$ cat src/rtl/usb_fifo_outbuf.sv
// Two-entry in-order output buffer (head + skid) for the usb_app FIFO.
// Absorbs the RAM read latency so the read stream sustains one beat per clock.
module usb_fifo_outbuf #(
    parameter int DATA_WIDTH = 4
) (
    input  logic                  clk,
    input  logic                  rst_n,
    input  logic                  push,
    input  logic [DATA_WIDTH-1:0] din,
    input  logic                  pop,
    output logic [DATA_WIDTH-1:0] dout,
    output logic [1:0]            held
);

    logic [DATA_WIDTH-1:0] head;
    logic [DATA_WIDTH-1:0] skid;
    logic                  pop_ok;

    assign pop_ok = pop & (held != 2'd0);
    assign dout   = head;

    always_ff @(posedge clk) begin
        if (!rst_n) begin
            head <= '0;
            skid <= '0;
            held <= 2'd0;
        end else begin
            unique case ({push, pop_ok})
                2'b10: begin
                    if (held == 2'd0) head <= din;
                    else              skid <= din;
                    held <= held + 2'd1;
                end
                2'b01: begin
                    if (held == 2'd2) head <= skid;
                    held <= held - 2'd1;
                end
                2'b11: begin
                    // Simultaneous push/pop keeps occupancy; skid shifts up.
                    if (held == 2'd2) begin
                        head <= skid;
                        skid <= din;
                    end else begin
                        head <= din;
                    end
                end
                default: ;
            endcase
        end
    end

endmodule

$ cat src/rtl/usb_fifo_ctrl.sv
// Synchronous FIFO controller in front of the usb_app dual-port RAM.
// Valid/ready write stream in, first-word-fall-through read stream out.
module usb_fifo_ctrl #(
    parameter int ADDR_WIDTH = 6,
    parameter int DATA_WIDTH = 4
) (
    input  logic                  clk,
    input  logic                  rst_n,
    input  logic                  in_valid,
    output logic                  in_ready,
    input  logic [DATA_WIDTH-1:0] in_data,
    output logic                  out_valid,
    input  logic                  out_ready,
    output logic [DATA_WIDTH-1:0] out_data,
    output logic [ADDR_WIDTH+1:0] count,
    output logic                  ram_we,
    output logic [ADDR_WIDTH-1:0] ram_waddr,
    output logic [DATA_WIDTH-1:0] ram_din,
    output logic [ADDR_WIDTH-1:0] ram_raddr,
    input  logic [DATA_WIDTH-1:0] ram_dout
);

    localparam int DEPTH = 2**ADDR_WIDTH;
    localparam logic [ADDR_WIDTH:0] FULL = {1'b1, {ADDR_WIDTH{1'b0}}};

    logic [ADDR_WIDTH:0] wptr;
    logic [ADDR_WIDTH:0] rptr;
    logic [ADDR_WIDTH:0] ram_cnt;
    logic                rd_pend;
    logic                pop;
    logic                issue;
    logic [1:0]          held;
    logic [2:0]          occ;
    logic [2:0]          lim;

    assign ram_cnt  = wptr - rptr;
    assign in_ready = (ram_cnt != FULL);

    assign ram_we    = in_valid & in_ready;
    assign ram_waddr = wptr[ADDR_WIDTH-1:0];
    assign ram_din   = in_data;
    assign ram_raddr = rptr[ADDR_WIDTH-1:0];

    assign out_valid = (held != 2'd0);
    assign pop       = out_valid & out_ready;

    // Issue only if the buffer has room once the in-flight word lands.
    assign occ   = {1'b0, held} + {2'b00, rd_pend};
    assign lim   = 3'd2 + {2'b00, pop};
    assign issue = (ram_cnt != '0) && (occ < lim);

    always_ff @(posedge clk) begin
        if (!rst_n) begin
            wptr    <= '0;
            rptr    <= '0;
            rd_pend <= 1'b0;
        end else begin
            if (ram_we) wptr <= wptr + 1'b1;
            if (issue)  rptr <= rptr + 1'b1;
            rd_pend <= issue;
        end
    end

    assign count = (ADDR_WIDTH+2)'(ram_cnt)
                 + (ADDR_WIDTH+2)'(rd_pend)
                 + (ADDR_WIDTH+2)'(held);

    usb_fifo_outbuf #(
        .DATA_WIDTH(DATA_WIDTH)
    ) u_outbuf (
        .clk  (clk),
        .rst_n(rst_n),
        .push (rd_pend),
        .din  (ram_dout),
        .pop  (pop),
        .dout (out_data),
        .held (held)
    );

    if (DEPTH < 2) begin : g_depth_chk
        $error("usb_fifo_ctrl: ADDR_WIDTH too small");
    end

endmodule
$ cat config.mk
export PLATFORM = sky130hd
export DESIGN_NAME = usb_fifo_ctrl
export DESIGN_NICKNAME = d
export VERILOG_FILES = /design/src/rtl/usb_fifo_outbuf.sv /design/src/rtl/usb_fifo_ctrl.sv
export SDC_FILE = /design/constraint.sdc
export NUM_CORES = 1
export LEC_CHECK = 0
export CELL_PAD_IN_SITES_DETAIL_PLACEMENT = 2
export CELL_PAD_IN_SITES_GLOBAL_PLACEMENT = 2
export CORE_MARGIN = 2
export CORE_UTILIZATION = 32
export DETAILED_ROUTE_END_ITERATION = 8
export PLACE_DENSITY = 0.9
export SLEW_MARGIN = 20
export SYNTH_ARGS = -nofsm -noshare
export SYNTH_HDL_FRONTEND = slang
export SYNTH_SLANG_ARGS = --single-unit
$ cat constraint.sdc
create_clock -name clk -period 4.2 [get_ports clk]
set_input_delay 0.84 -clock clk [delete_from_list [all_inputs] [get_ports clk]]
set_output_delay 0.84 -clock clk [all_outputs]
set_load 0.01 [all_outputs]
**Run 1: cells by drive strength**

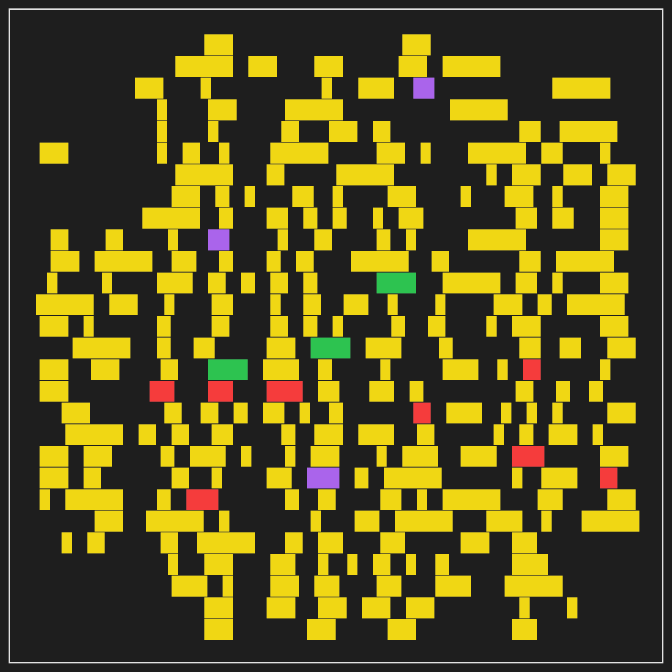
legend:
  _2 cells:
    colour: red
    cells: 8
    most_used: or2_2
  _6 and larger:
    colour: green
    cells: 3
    most_used: clkbuf_8
  _3 and _4 cells:
    colour: purple
    cells: 3
  _0 and _1 cells:
    colour: yellow
    cells: 238
    most_used: clkdlybuf4s50_1

**Run 1: routed metal per tile**

The die is cut into 16 by 16 equal tiles; dark blue is low, red is high, scaled to the fullest tile. Values are wire area over tile area, all layers added.
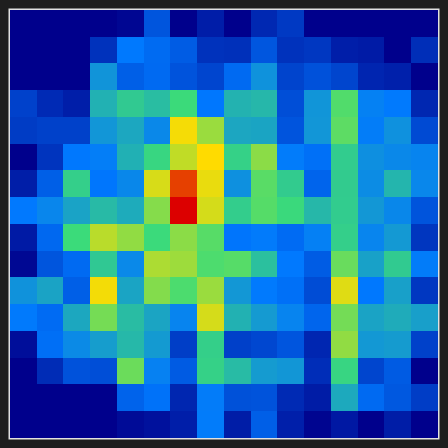
densest ninth of the die: centre
tiles over half the peak: 13%
fullest tile: 0.44
wire per inst: 15.8 um
via count: 1,698
WL final: 5170 um
GRT Total Usage: 0.167

**Run 1: where the registers sit**

Scale bar: 20 um. Other sequential cells in the stronger grey, the rest of the logic in the fainter grey.
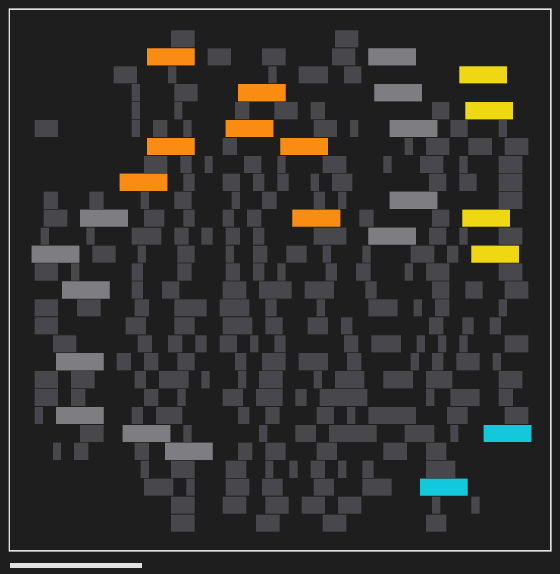
legend:
  u_outbuf.dout:
    colour: yellow
    placed_flops: 4
  u_outbuf.held:
    colour: cyan
    placed_flops: 2
  rptr:
    colour: orange
    placed_flops: 7
    where: top centre
not coloured: 12
P_seq: 360 uW
Flop area: 500 um^2
flop share of the area: 0.219

==> flow_metrics.env, run 1 <==
# implementation run metrics
export IMPL_top_layer="met4"
export IMPL_clock_skew_ps=10.3
export IMPL_hold_path_class="flop to flop"
export IMPL_area_growth_pct=17.5
export IMPL_holdPathStages=2
export IMPL_taps=75
export IMPL_rsz0062_at_grt="no"
export IMPL_met3_length_um=157
export IMPL_yosys_stat_area_um2=1940
export IMPL_tightest_slew_ps=557
export IMPL_die_w_um=81.9
export IMPL_synth_adder_area_share=0.128
export IMPL_critical_path_max_fanout=6
export IMPL_inv_count=16
export IMPL_top_power_group="combinational logic"
export IMPL_grt_met2_usage=0.332
export IMPL_setup_violations=0
export IMPL_dp_final_hpwl_um=4140
export IMPL_drive_gt1_frac=0.0556
export IMPL_reg2reg_from="rptr[0]"
export IMPL_r2r_end="wptr[2]"
export IMPL_critPathTopFamily="AND-OR/OR-AND gates"
export IMPL_final_cell_mix="34 x clkdlybuf4s50_1, 25 x dfxtp_1, 21 x nand2_1, 18 x nor2_1, 17 x mux2i_1"
export IMPL_ctsRootBufferMaster="clkbuf_8"
export IMPL_gr_usage_met3=0.0275
export IMPL_busiest_layer="met2"
export IMPL_most_common_cell="dfxtp_1"
export IMPL_drtAntennaViolNets=0
export IMPL_fin_nets=283
export IMPL_core_um2=5890
export IMPL_min_from="wptr[6]"
export IMPL_grt_max_degree=30
export IMPL_buffers_excl_clock=35
export IMPL_combGateArea_um2=1230
export IMPL_top_regs="rptr (7), wptr (7)"
export IMPL_largest_cell_class="multi-input combinational cells"
export IMPL_chipHeight_um=81.9
export IMPL_status="complete, no violations"
export IMPL_cp_startpoint="rptr[2]"
export IMPL_yosys_area_top_type_share=0.258
export IMPL_postSynthAreaPerCell_um2=8.26
export IMPL_ys_sh_mux=0.0876
export IMPL_min_to="wptr[6]"
export IMPL_layout_nonclk_buf_frac=0.152
export IMPL_worstSetupPathType="flop to primary output"
export IMPL_flop_count=25
export IMPL_drtIter0Drc=61
export IMPL_end_kind="primary output"
export IMPL_fillers=697
export IMPL_fin_setup_tns_ps=0
export IMPL_synthArstFlopShare=0
export IMPL_final_layout_top_logic_cell="clkdlybuf4s50_1"
export IMPL_syn_inst=235
export IMPL_clkbuf_count=3
export IMPL_yosysSeqAreaShare=0.258
export IMPL_ys_types=44
export IMPL_largest_area_cell="dfxtp_1"
export IMPL_fp_nets=265
export IMPL_synth_warnings=0
export IMPL_critical_path_startpoint_type="flop"
export IMPL_worst_ir_drop_vdd_mv=0.264
export IMPL_antenna_found_initial=0
export IMPL_cts_htree_levels=1
export IMPL_p_sw_uw=620
export IMPL_path_clk_slew_ps=100
export IMPL_num_multi_input_gates=172
export IMPL_rows=28
export IMPL_cpPeakStageDelay_ps=550
export IMPL_pre_cts_ws_ps=528
export IMPL_synth_flop_count=25
export IMPL_viasPerCell=5.19
export IMPL_placed_cells=323
export IMPL_sh_comb_area=0.539
export IMPL_utilization=0.388
export IMPL_ys_top_cells_by_area="dfxtp_1 26%, ha_1 9.7%, mux2i_1 8.8%"
export IMPL_ys_sh_aoi=0.137
export IMPL_final_cell_area_um2=2280
export IMPL_cts_resized=0
export IMPL_finalClockPeriodUsage=0.922
export IMPL_cp_depth=8
export IMPL_cp_slowest_cell="clkdlybuf4s50_1"
export IMPL_power_mw=1.43
export IMPL_worstSkewPairLatency_ps=280
export IMPL_final_cells=327
export IMPL_cts_tree="done"
export IMPL_synth_edff_count=0
export IMPL_drc=0
export IMPL_xor_area_frac=0.0541
export IMPL_p_clk_uw=153
export IMPL_pwr_share_clk=0.107
export IMPL_arrival_ps=3030
export IMPL_met2_wirelength_um=2790
export IMPL_fin_hold_ws_ps=491
export IMPL_grt_pass1_vias=1874
export IMPL_fp_utilization=0.330
export IMPL_flop_cell="dfxtp_1"
**Run 1: routed clock nets over the placement**

Scale bar: 20 um.
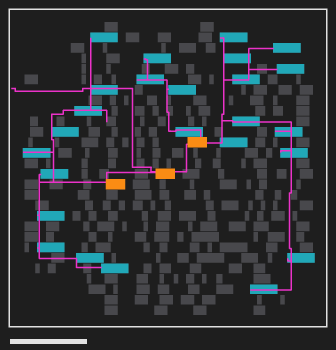

==> run 2: changes to the inputs <==
--- a/config.mk
+++ b/config.mk
@@ -8,10 +8,12 @@
 export CELL_PAD_IN_SITES_DETAIL_PLACEMENT = 2
 export CELL_PAD_IN_SITES_GLOBAL_PLACEMENT = 2
 export CORE_MARGIN = 2
-export CORE_UTILIZATION = 32
+export CORE_UTILIZATION = 33
 export DETAILED_ROUTE_END_ITERATION = 8
+export GPL_TIMING_DRIVEN = 0
 export PLACE_DENSITY = 0.9
 export SLEW_MARGIN = 20
 export SYNTH_ARGS = -nofsm -noshare
 export SYNTH_HDL_FRONTEND = slang
+export SYNTH_HIERARCHICAL = 1
 export SYNTH_SLANG_ARGS = --single-unit
**Run 2: routed clock nets over the placement**

Scale bar: 20 um.
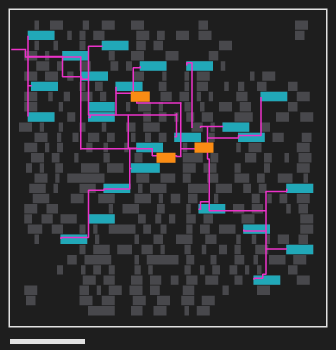
legend:
  flip-flops:
    colour: cyan
    count: 25
  clock wires:
    colour: magenta
    length: 419 um
  clock drivers:
    colour: orange
    count: 3
routed clock nets: 4
Worst-Skew Late Latency: 280 ps
Worst Clk Skew: 4.04 ps
clock-net power: 164 uW

==> run 2 against run 1 <==
Effect of this change:
- worst hold slack lost 24 ps
- critical path depth grew 2
- global-route usage grew 1.4 points
- synthesized cell count grew 8.1%
- clock power grew 7%
==> flow_metrics.env, run 2 <==
# implementation run metrics
export IMPL_p_sw_uw=714
export IMPL_busiest_layer="met2"
export IMPL_ctsRootBufferMaster="clkbuf_8"
export IMPL_combGateArea_um2=1380
export IMPL_largest_area_cell="dfxtp_1"
export IMPL_status="complete, no violations"
export IMPL_cp_depth=10
export IMPL_power_mw=1.61
export IMPL_viasPerCell=5.29
export IMPL_critical_path_startpoint_type="flop"
export IMPL_num_multi_input_gates=185
export IMPL_fillers=729
export IMPL_path_clk_slew_ps=110
export IMPL_cts_tree="done"
export IMPL_final_layout_top_logic_cell="clkdlybuf4s50_1"
export IMPL_worst_ir_drop_vdd_mv=0.261
export IMPL_postSynthAreaPerCell_um2=8.37
export IMPL_cts_htree_levels=1
export IMPL_pwr_share_clk=0.102
export IMPL_met2_wirelength_um=3490
export IMPL_ys_sh_aoi=0.135
export IMPL_flop_count=25
export IMPL_end_kind="primary output"
export IMPL_gr_usage_met3=0.0246
export IMPL_flop_cell="dfxtp_1"
export IMPL_fin_setup_tns_ps=0
export IMPL_fin_nets=328
export IMPL_drtIter0Drc=51
export IMPL_ys_types=52
export IMPL_seq_share=0.187
export IMPL_r2r_end="rd_pend"
export IMPL_synth_flop_count=25
export IMPL_critPathTopFamily="buffers and inverters"
export IMPL_tightest_slew_ps=525
export IMPL_rows=29
export IMPL_final_cell_mix="38 x clkdlybuf4s50_1, 32 x nand2_1, 24 x dfxtp_1, 19 x inv_1, 18 x buf_4"
export IMPL_synth_adder_area_share=0.111
export IMPL_finalClockPeriodUsage=0.964
export IMPL_grt_met2_usage=0.367
export IMPL_final_cell_area_um2=2680
export IMPL_inv_count=20
export IMPL_min_to="u_outbuf/skid[0]"
export IMPL_area_growth_pct=26.1
export IMPL_core_um2=6280
export IMPL_die_w_um=84.3
export IMPL_holdPathStages=2
export IMPL_top_layer="met4"
export IMPL_cp_slowest_cell="clkdlybuf4s50_1"
export IMPL_chipHeight_um=84.3
export IMPL_final_cells=375
export IMPL_top_regs="rptr (7), wptr (7)"
export IMPL_placed_cells=369
export IMPL_grt_pass1_vias=2165
export IMPL_synth_warnings=6
export IMPL_setup_violations=0
export IMPL_ys_sh_mux=0.0800
export IMPL_drive_gt1_frac=0.195
export IMPL_cpPeakStageDelay_ps=480
export IMPL_drc=0
export IMPL_worstSetupPathType="flop to primary output"
export IMPL_sh_comb_area=0.514
export IMPL_antenna_found_initial=0
export IMPL_critical_path_max_fanout=10
export IMPL_rsz0062_at_grt="yes"
export IMPL_most_common_cell="nand2_1"
export IMPL_largest_cell_class="multi-input combinational cells"
export IMPL_arrival_ps=3210
export IMPL_dp_final_hpwl_um=4990
export IMPL_clkbuf_count=3
export IMPL_yosys_stat_area_um2=2130
**Run 2: routed metal per tile**

The die is cut into 17 by 17 equal tiles; dark blue is low, red is high, scaled to the fullest tile. Values are wire area over tile area, all layers added.
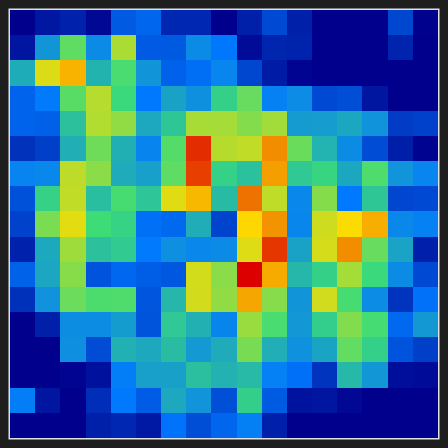
fullest tile: 0.41
mean over tiles: 0.13
nearly empty tiles: 14%
densest ninth of the die: centre
emptiest ninth of the die: upper right
tiles over half the peak: 24%
via count: 1,984
WL final: 6160 um
wire per inst: 16.4 um
GRT Total Usage: 0.181

Power figures rest on the tool's default switching activity, not on a simulated workload.
